**Run 1: floorplan with the power grid**

Scale: 4 px per micron. Pins as bars on the die edge. Tap cells in gray.
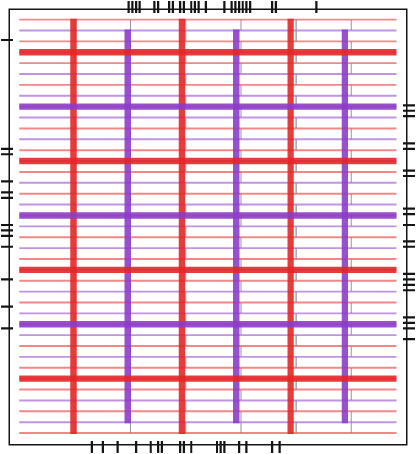
**Run 1: placed cells, one color a class**

Scale: 4 px per micron. Fill, decap, tap and diode cells in gray.
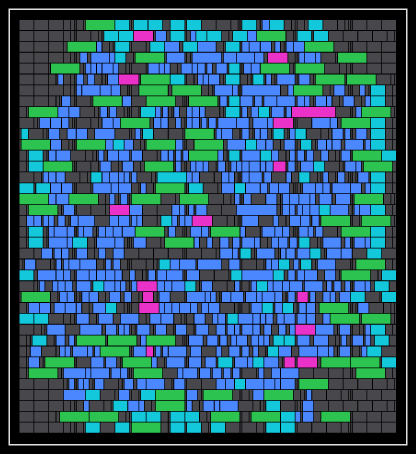
**Run 1: clock network drawn from the DEF**

Scale: 3 px per micron.
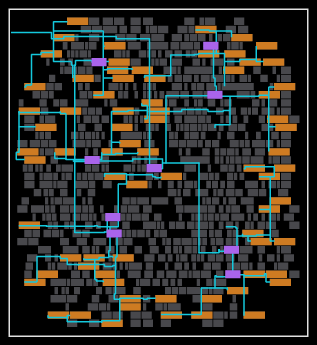
File: config.mk
export PLATFORM = sky130hd
export DESIGN_NAME = sum_accumulator_flat
export DESIGN_NICKNAME = d
export VERILOG_FILES = /design/src/rtl/sum_accumulator_if.sv /design/src/rtl/sum_accumulator.sv /design/src/flat_wrapper.sv
export SDC_FILE = /design/constraint.sdc
export NUM_CORES = 1
export LEC_CHECK = 0
export CAP_MARGIN = 20
export CORE_ASPECT_RATIO = 1.1
export CORE_MARGIN = 2
export CORE_UTILIZATION = 50
export CTS_CLUSTER_SIZE = 12
export DETAILED_ROUTE_END_ITERATION = 10
export PLACE_DENSITY = 0.74
export SYNTH_ARGS = -nofsm -noshare
export SYNTH_HDL_FRONTEND = slang
export SYNTH_SLANG_ARGS = --single-unit
export TNS_END_PERCENT = 10
File: constraint.sdc
create_clock -name clk_i -period 3.9 [get_ports clk_i]
set_clock_uncertainty 0.2 [all_clocks]
set_input_delay 0.78 -clock clk_i [delete_from_list [all_inputs] [get_ports clk_i]]
set_output_delay 0.78 -clock clk_i [all_outputs]
set_load 0.01 [all_outputs]
File: src/rtl/sum_accumulator_if.sv
// sum_accumulator_if
//   Valid/ready bundle for sum_accumulator. It carries two handshakes.
//   Upstream side (beats in):
//     valid_i - beat valid
//     ready_o - the block can take a beat this cycle
//     data_i  - unsigned beat value, width_p bits
//   Downstream side (totals out):
//     valid_o - total valid
//     ready_i - the consumer takes the total
//     data_o  - unsigned group total, out_width_lp bits
//   Modports:
//     slave  - the accumulator's view of the bundle
//     master - the view of whatever drives beats and consumes totals
interface sum_accumulator_if #(
    parameter int width_p = 33,
    parameter int count_p = 4
);
    localparam int out_width_lp = width_p + $clog2(count_p);

    logic                    valid_i;
    logic                    ready_o;
    logic [width_p-1:0]      data_i;
    logic                    valid_o;
    logic                    ready_i;
    logic [out_width_lp-1:0] data_o;

    modport slave (
        input  valid_i, data_i, ready_i,
        output ready_o, valid_o, data_o
    );

    modport master (
        output valid_i, data_i, ready_i,
        input  ready_o, valid_o, data_o
    );
endinterface

File: src/rtl/sum_accumulator.sv
// sum_accumulator
//   Sink for the adder stage's sum stream. The block adds every group of
//   count_p accepted beats and emits one widened, registered total per
//   group. Both sides use valid/ready handshakes.
//   Ports:
//     clk_i   - clock; all state changes on the rising edge
//     reset_i - synchronous reset, active-high
//     bus     - sum_accumulator_if.slave; beats come in on valid_i,
//               ready_o and data_i; totals go out on valid_o, ready_i
//               and data_o
module sum_accumulator #(
    parameter int width_p = 33,
    parameter int count_p = 4
) (
    input  logic             clk_i,
    input  logic             reset_i,
    sum_accumulator_if.slave bus
);
    // Adding count_p values of width_p bits needs $clog2(count_p) extra
    // bits, so a total can never wrap.
    localparam int out_width_lp = width_p + $clog2(count_p);
    localparam int cnt_width_lp = (count_p > 1) ? $clog2(count_p) : 1;
    localparam logic [cnt_width_lp-1:0] last_cnt_lp = cnt_width_lp'(count_p - 1);

    function automatic logic [out_width_lp-1:0] zext(input logic [width_p-1:0] v);
        return out_width_lp'(v);
    endfunction

    logic [out_width_lp-1:0] acc_r;
    logic [out_width_lp-1:0] data_r;
    logic [cnt_width_lp-1:0] cnt_r;
    logic                    valid_r;

    logic                    is_last;
    logic                    ready;
    logic                    accept;
    logic                    consume;
    logic [out_width_lp-1:0] sum_next;

    always_comb begin
        is_last  = (cnt_r == last_cnt_lp);
        // Only the final beat of a group needs the output register free,
        // so partial beats keep flowing while a total is held. This signal
        // never looks at valid_i, which keeps the handshake loop-free.
        ready    = ~is_last | ~valid_r | bus.ready_i;
        accept   = bus.valid_i & ready;
        consume  = valid_r & bus.ready_i;
        // The first beat of a group starts a fresh sum, so acc_r never has
        // to be cleared between groups.
        sum_next = (cnt_r == '0) ? zext(bus.data_i) : acc_r + zext(bus.data_i);
    end

    always_ff @(posedge clk_i) begin
        if (reset_i) begin
            acc_r   <= '0;
            data_r  <= '0;
            cnt_r   <= '0;
            valid_r <= 1'b0;
        end else begin
            if (consume) begin
                valid_r <= 1'b0;
            end
            if (accept) begin
                if (is_last) begin
                    // A final beat in the same cycle as a consume sets
                    // valid again here. That keeps the output full with no
                    // bubble between totals.
                    data_r  <= sum_next;
                    valid_r <= 1'b1;
                    cnt_r   <= '0;
                end else begin
                    acc_r   <= sum_next;
                    cnt_r   <= cnt_r + cnt_width_lp'(1);
                end
            end
        end
    end

    assign bus.ready_o = ready;
    assign bus.valid_o = valid_r;
    assign bus.data_o  = data_r;

endmodule
File: src/flat_wrapper.sv
// flat-port wrapper written by rule: the top's interface ports become plain ports
module sum_accumulator_flat 
#(
    parameter int width_p = 33,
    parameter int count_p = 4
)
  (clk_i, reset_i, bus_valid_i, bus_data_i, bus_ready_i, bus_ready_o, bus_valid_o, bus_data_o);
  sum_accumulator_if #(.width_p(width_p), .count_p(count_p)) bus_i ();
  input  logic clk_i;
  input  logic reset_i;
  input wire logic [$bits(bus_i.valid_i)-1:0] bus_valid_i;
  input wire logic [$bits(bus_i.data_i)-1:0] bus_data_i;
  input wire logic [$bits(bus_i.ready_i)-1:0] bus_ready_i;
  output wire logic [$bits(bus_i.ready_o)-1:0] bus_ready_o;
  output wire logic [$bits(bus_i.valid_o)-1:0] bus_valid_o;
  output wire logic [$bits(bus_i.data_o)-1:0] bus_data_o;
  assign bus_i.valid_i = bus_valid_i;
  assign bus_i.data_i = bus_data_i;
  assign bus_i.ready_i = bus_ready_i;
  assign bus_ready_o = bus_i.ready_o;
  assign bus_valid_o = bus_i.valid_o;
  assign bus_data_o = bus_i.data_o;
  sum_accumulator #(.width_p(width_p), .count_p(count_p)) u_core (.clk_i(clk_i), .reset_i(reset_i), .bus(bus_i));
endmodule
==> GITHUB_STEP_SUMMARY, run 1 <==
## PnR job results

| Metric | Value |
|---|---|
| Vias per inst | 5.98 |
| Area fraction in mux cells | 2.47% |
| Total CTS buffers | 9 |
| Post-route antenna net violation count | 0 |
| OpenROAD warning count | 27 |
| Placer Congestion | 0.940 |
| Arrival @ worst endpoint | 3.79 ns |
| Top logic family | AND-OR/OR-AND gates |
| Min cycle time layout | 3.71 ns |
| Total congestion overflow | 0 |
| Distinct cell type count after synthesis | 56 |
| Port buffer count | 73 |
| Vias in the first global route | 5,024 |
| Status | complete, no violations |
| Slowest-stage cell, CP | clkdlybuf4s50_1 |
| Comb area | 3310 sq um |
| Post-synth area hogs | dfxtp_1 (29%), ha_1 (8.8%), nor2_1 (7.0%) |
| Worst R2R Path Depth | 12 |
| Total die size | 10,700 sq um |
| Simple-Gate Area Share | 21.4% |
| Yosys chip area | 4960 sq um |
## Picture notes: 'floorplan with the power grid'
| color | net |
|---|---|
| red | VSS |
| purple | VDD |
met5 straps: 7
signal pins: 74
tap cells: 120
met1 rails: 39

## Picture notes: 'placed cells, one color a class'
| color | class | cells |
|---|---|---|
| green | flip-flops | 73 |
| magenta | clock drivers and dummy loads | 16 |
| blue | all other logic | 525 |
| cyan | other buffers and delay cells | 114 |

## Picture notes: 'clock network drawn from the DEF'
[cyan] clock wires | length: 1,120 microns
[orange] flip-flops | count: 73
[purple] cells driving clock nets | count: 9
routed clock nets: 10

[run 1: final timing paths]
path	start	endpoint	slack (ns)
hold / removal	u_core.bus.data_o[22]	u_core.bus.data_o[22]	0.26
setup reg to reg	u_core.acc_r[0]	u_core.bus.data_o[24]	0.75
hold reg to reg	u_core.bus.data_o[22]	u_core.bus.data_o[22]	0.26
setup / recovery	bus_data_i[0]	u_core.bus.data_o[24]	0.19
[run 1: what timing repair did]
action	CTS	global route
gates cloned	0	0
endpoints found under the setup margin	3	14
hold buffers	0	0
pin swaps	0	4
gates resized	3	5
[run 1: state kept, by name, summed over array words and instances (netlist names)]
register            flops
u_core.bus.data_o      35
u_core.bus.valid_o      1
u_core.cnt_r            2
u_core.acc_r           35
[run 1: worst min-delay path: stages, from the launching register on]
cell and delay (ns):
dfxtp_1 0.32, nand2_1 0.05, a21oi_1 0.06
[run 1: layer usage]
layer	GRT usage (%)	vias up	wire, microns
li1	-	2526	-
met1	31.5	2382	5980
met2	43.9	132	6730
met3	5.17	30	586
met4	12.4	0	363
met5	0	-	0
[run 1: placed cells by master (no fill, tap or decap), drive strengths merged, types with 16 or more instances in the layout]
cell / instances
nor2: 93
dfxtp: 73
clkdlybuf4s50: 72
a21oi: 56
nand2: 45
a211oi: 43
buf: 42
o21ai: 35
ha: 35
inv: 20
nor3: 16
xor2: 16
[run 1: logic make-up after synthesis]
| family | count (synthesis) |
|---|---|
| AND-OR/OR-AND | 211 |
| buffers and inverters | 67 |
| adder cells (fa/ha/maj) | 36 |
| flip-flops | 73 |
| AND/OR/NAND/NOR | 226 |
| XOR/XNOR | 21 |
| multiplexers | 12 |
[run 1: per-stage QoR]
step | power, mW | TNS (ns)
2_1_floorplan | 1.30 | 0
3_3_place_gp | 1.51 | -3.92
3_5_place_dp | 1.52 | -5.31
4_1_cts | 2.15 | 0
5_1_grt | 2.29 | 0
6_report | 2.16 | 0
[run 1: power by group through the flow]
stage	clock [mW]	combinational (mW)	sequential (mW)
3_3_place_gp	0	0.682	0.823
6_report	0.632	0.721	0.808
5_1_grt	0.672	0.801	0.813
4_1_cts	0.637	0.707	0.808
2_1_floorplan	0	0.476	0.821
3_5_place_dp	0	0.697	0.825
[run 1: layout make-up]
type | instances | area share, %
Sequential cell | 73 | 23.4
Timing Repair Buffer | 114 | 16.8
Inverter | 19 | 1.14
Tap cell | 120 | 2.41
Clock buffer | 10 | 2.21
Multi-Input combinational cell | 506 | 53.0
Clock inverter | 6 | 1.06
==> run 2, diff against run 1 <==
--- a/config.mk
+++ b/config.mk
@@ -8,10 +8,10 @@
 export CAP_MARGIN = 20
 export CORE_ASPECT_RATIO = 1.1
 export CORE_MARGIN = 2
-export CORE_UTILIZATION = 50
+export CORE_UTILIZATION = 55
 export CTS_CLUSTER_SIZE = 12
 export DETAILED_ROUTE_END_ITERATION = 10
-export PLACE_DENSITY = 0.74
+export PLACE_DENSITY = 0.8
 export SYNTH_ARGS = -nofsm -noshare
 export SYNTH_HDL_FRONTEND = slang
 export SYNTH_SLANG_ARGS = --single-unit
**Run 2: clock network drawn from the DEF**

Scale: 4 px per micron.
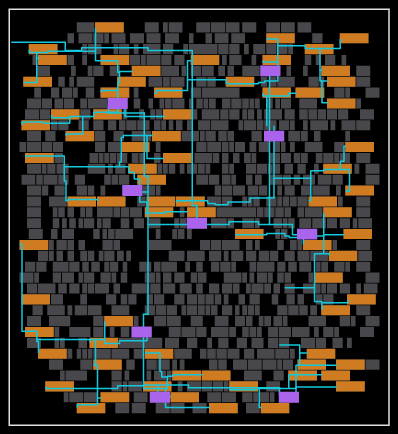
[cyan] clock wires | length: 1,040 microns
[orange] flip-flops | count: 73
[purple] cells driving clock nets | count: 9
routed clock nets: 10
flops lie: widely spread
power share of the clock group: 29.1%
worst skew pair latency: 0.37 ns
clock-net power: 628 uW

**Run 2: placed cells, one color a class**

Scale: 4 px per micron. Fill, decap, tap and diode cells in gray.
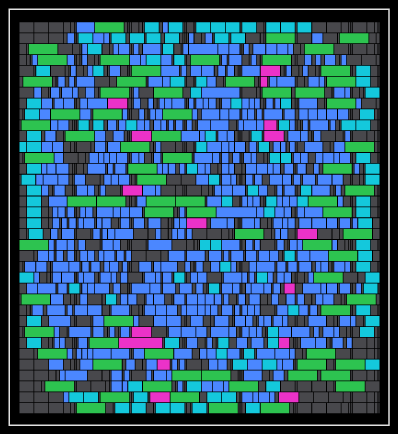
| color | class | cells |
|---|---|---|
| blue | all other logic | 525 |
| green | flip-flops | 73 |
| magenta | clock drivers and dummy loads | 16 |
| cyan | other buffers and delay cells | 113 |
fraction of area in registers: 23.5%
# rows: 36
core area: 8830 sq um

==> run 2 against run 1 <==
Clock power shrank 0.6%. Worst hold slack about the same. Combinational power barely moved. Die size shrank 8.7%. Area after synthesis unchanged. Sequential cell count did not move. Synthesized cell count stayed put. Critical path depth down 1. Highest routed layer unchanged.
==> GITHUB_STEP_SUMMARY, run 2 <==
## PnR job results

| Metric | Value |
|---|---|
| Yosys chip area | 4960 sq um (unchanged) |
| Final Power | 2.15 mW (-0.32%) |
| Lkg Pwr | 2.46 nW |
| Ports | 74 |
| Critical Path Fanout Max | 3 |
| OpenROAD warning count | 27 (unchanged) |
| Arrival @ worst endpoint | 3.83 ns (+0.04 ns) |
| Distinct cell type count after synthesis | 56 (unchanged) |
| First-pass DRT Iterations | 5 |
| Vias in the first global route | 4,811 (-4.2%) |
| Final Hold Violation Tally | 0 |
| Combinational share of power | 33.3% |
| Post-synth area hogs | dfxtp_1 (29%), ha_1 (8.8%), nor2_1 (7.0%) |
| Sequential cell area | 1460 sq um |
| Vias per inst | 6.02 (+0.77%) |
| Commonest non-fill, non-tap cell in the layout | nor2_1 |
| Clk buf depth | 2 |
| Post-route antenna net violation count | 0 (unchanged) |
| Top Layout Cells | nor2_1 (93), dfxtp_1 (73), clkdlybuf4s50_1 (72), a21oi_1 (56), nand2_1 (45) |
| Total congestion overflow | 0 (unchanged) |
| Crit path capture type | flip-flop |
| Total die size | 9800 sq um (-8.7%) |
| Port buffer count | 73 (unchanged) |
| Comb area | 3300 sq um (-0.11%) |
| Placer Congestion | 0.954 (+1.5%) |
| Min cycle time layout | 3.77 ns (+0.0611 ns) |
| Gr usage total | 27.6% |
| Clock-pin slew on the worst setup and hold paths | 0.08 ns |
| Final TNS setup | 0 ns (unchanged) |
| Status | complete, no violations |
| Total CTS buffers | 9 (unchanged) |
-- run 2: netlist changes by cell type in the layout (fill, tap and decap cells not counted), sizes merged --
| cell | before | now |
|---|---|---|
| clkinvlp | 3 | 2 |
| inv | 20 | 19 |
| clkinv | 1 | 3 |
| buf | 42 | 41 |
-- run 2: power by group through the flow --
stage                     Clock, mW  Sequential [mW]  Combinational [mW]
after floorplan                   0            0.821               0.476
after global placement            0            0.823               0.680
after detailed placement          0            0.825               0.695
after CTS                     0.636            0.808               0.700
after global routing          0.669            0.813               0.791
final                         0.628            0.808               0.718
-- run 2: worst max-delay path, stage by stage --
cell and delay [ns]:
clkdlybuf4s50_1 0.49, ha_1 0.17, inv_1 0.05, fa_1 0.37
and2b_2 0.26, o2111ai_4 0.16, a2111o_1 0.44, a31oi_2 0.25
a221o_2 0.21, a31oi_1 0.10, xor2_1 0.19, a2111oi_2 0.36
-- run 2: path summary, 6_finish.rpt --
check	depth (start not counted)	slack (ns)	endpoint	start
max	12	0.13	u_core.acc_r[30]	bus_data_i[0]
min	2	0.26	u_core.acc_r[7]	u_core.acc_r[7]
min reg2reg	2	0.26	u_core.acc_r[7]	u_core.acc_r[7]
max reg2reg	11	0.68	u_core.acc_r[30]	u_core.acc_r[0]
-- run 2: routing by layer --
metal  vias up  GRT usage (%)  part of all wire, %
li1       2522              -                    -
met1      2341           35.8                   45
met2       169           45.1                   47
met3        35           4.65                  4.5
met4         0           11.5                  2.9
met5         -              0                    0
-- run 2: logic make-up (layout without fill, tap and decap cells) --
logic type | after synthesis | after routing | synth area share, %
buffers and inverters | 67 | 148 | 5.12
AOI/OAI and AO/OA | 211 | 211 | 28.6
and+or+nand+nor | 226 | 226 | 21.4
DFF | 73 | 73 | 29.5
adders and majority gates | 36 | 36 | 9.23
xor gates and xnor gates | 21 | 21 | 3.71
muxes | 12 | 12 | 2.47
-- run 2: repair_timing --
item	4_1_cts	5_1_grt
endpoints found under the setup margin	0	12
resized	0	8
hold buffers	0	0
-- run 2: final cells by class --
| class | instances | share of cell area, % |
|---|---|---|
| Tap cell | 114 | 2.30 |
| Sequential cell | 73 | 23.5 |
| Timing Repair Buffer | 113 | 16.5 |
| Clock buffer | 10 | 2.22 |
| Multi-Input combinational cell | 506 | 53.2 |
| Inverter | 19 | 1.15 |
| Clock inverter | 6 | 1.09 |
No activity file was given, so power comes from the tool's default toggle rates.
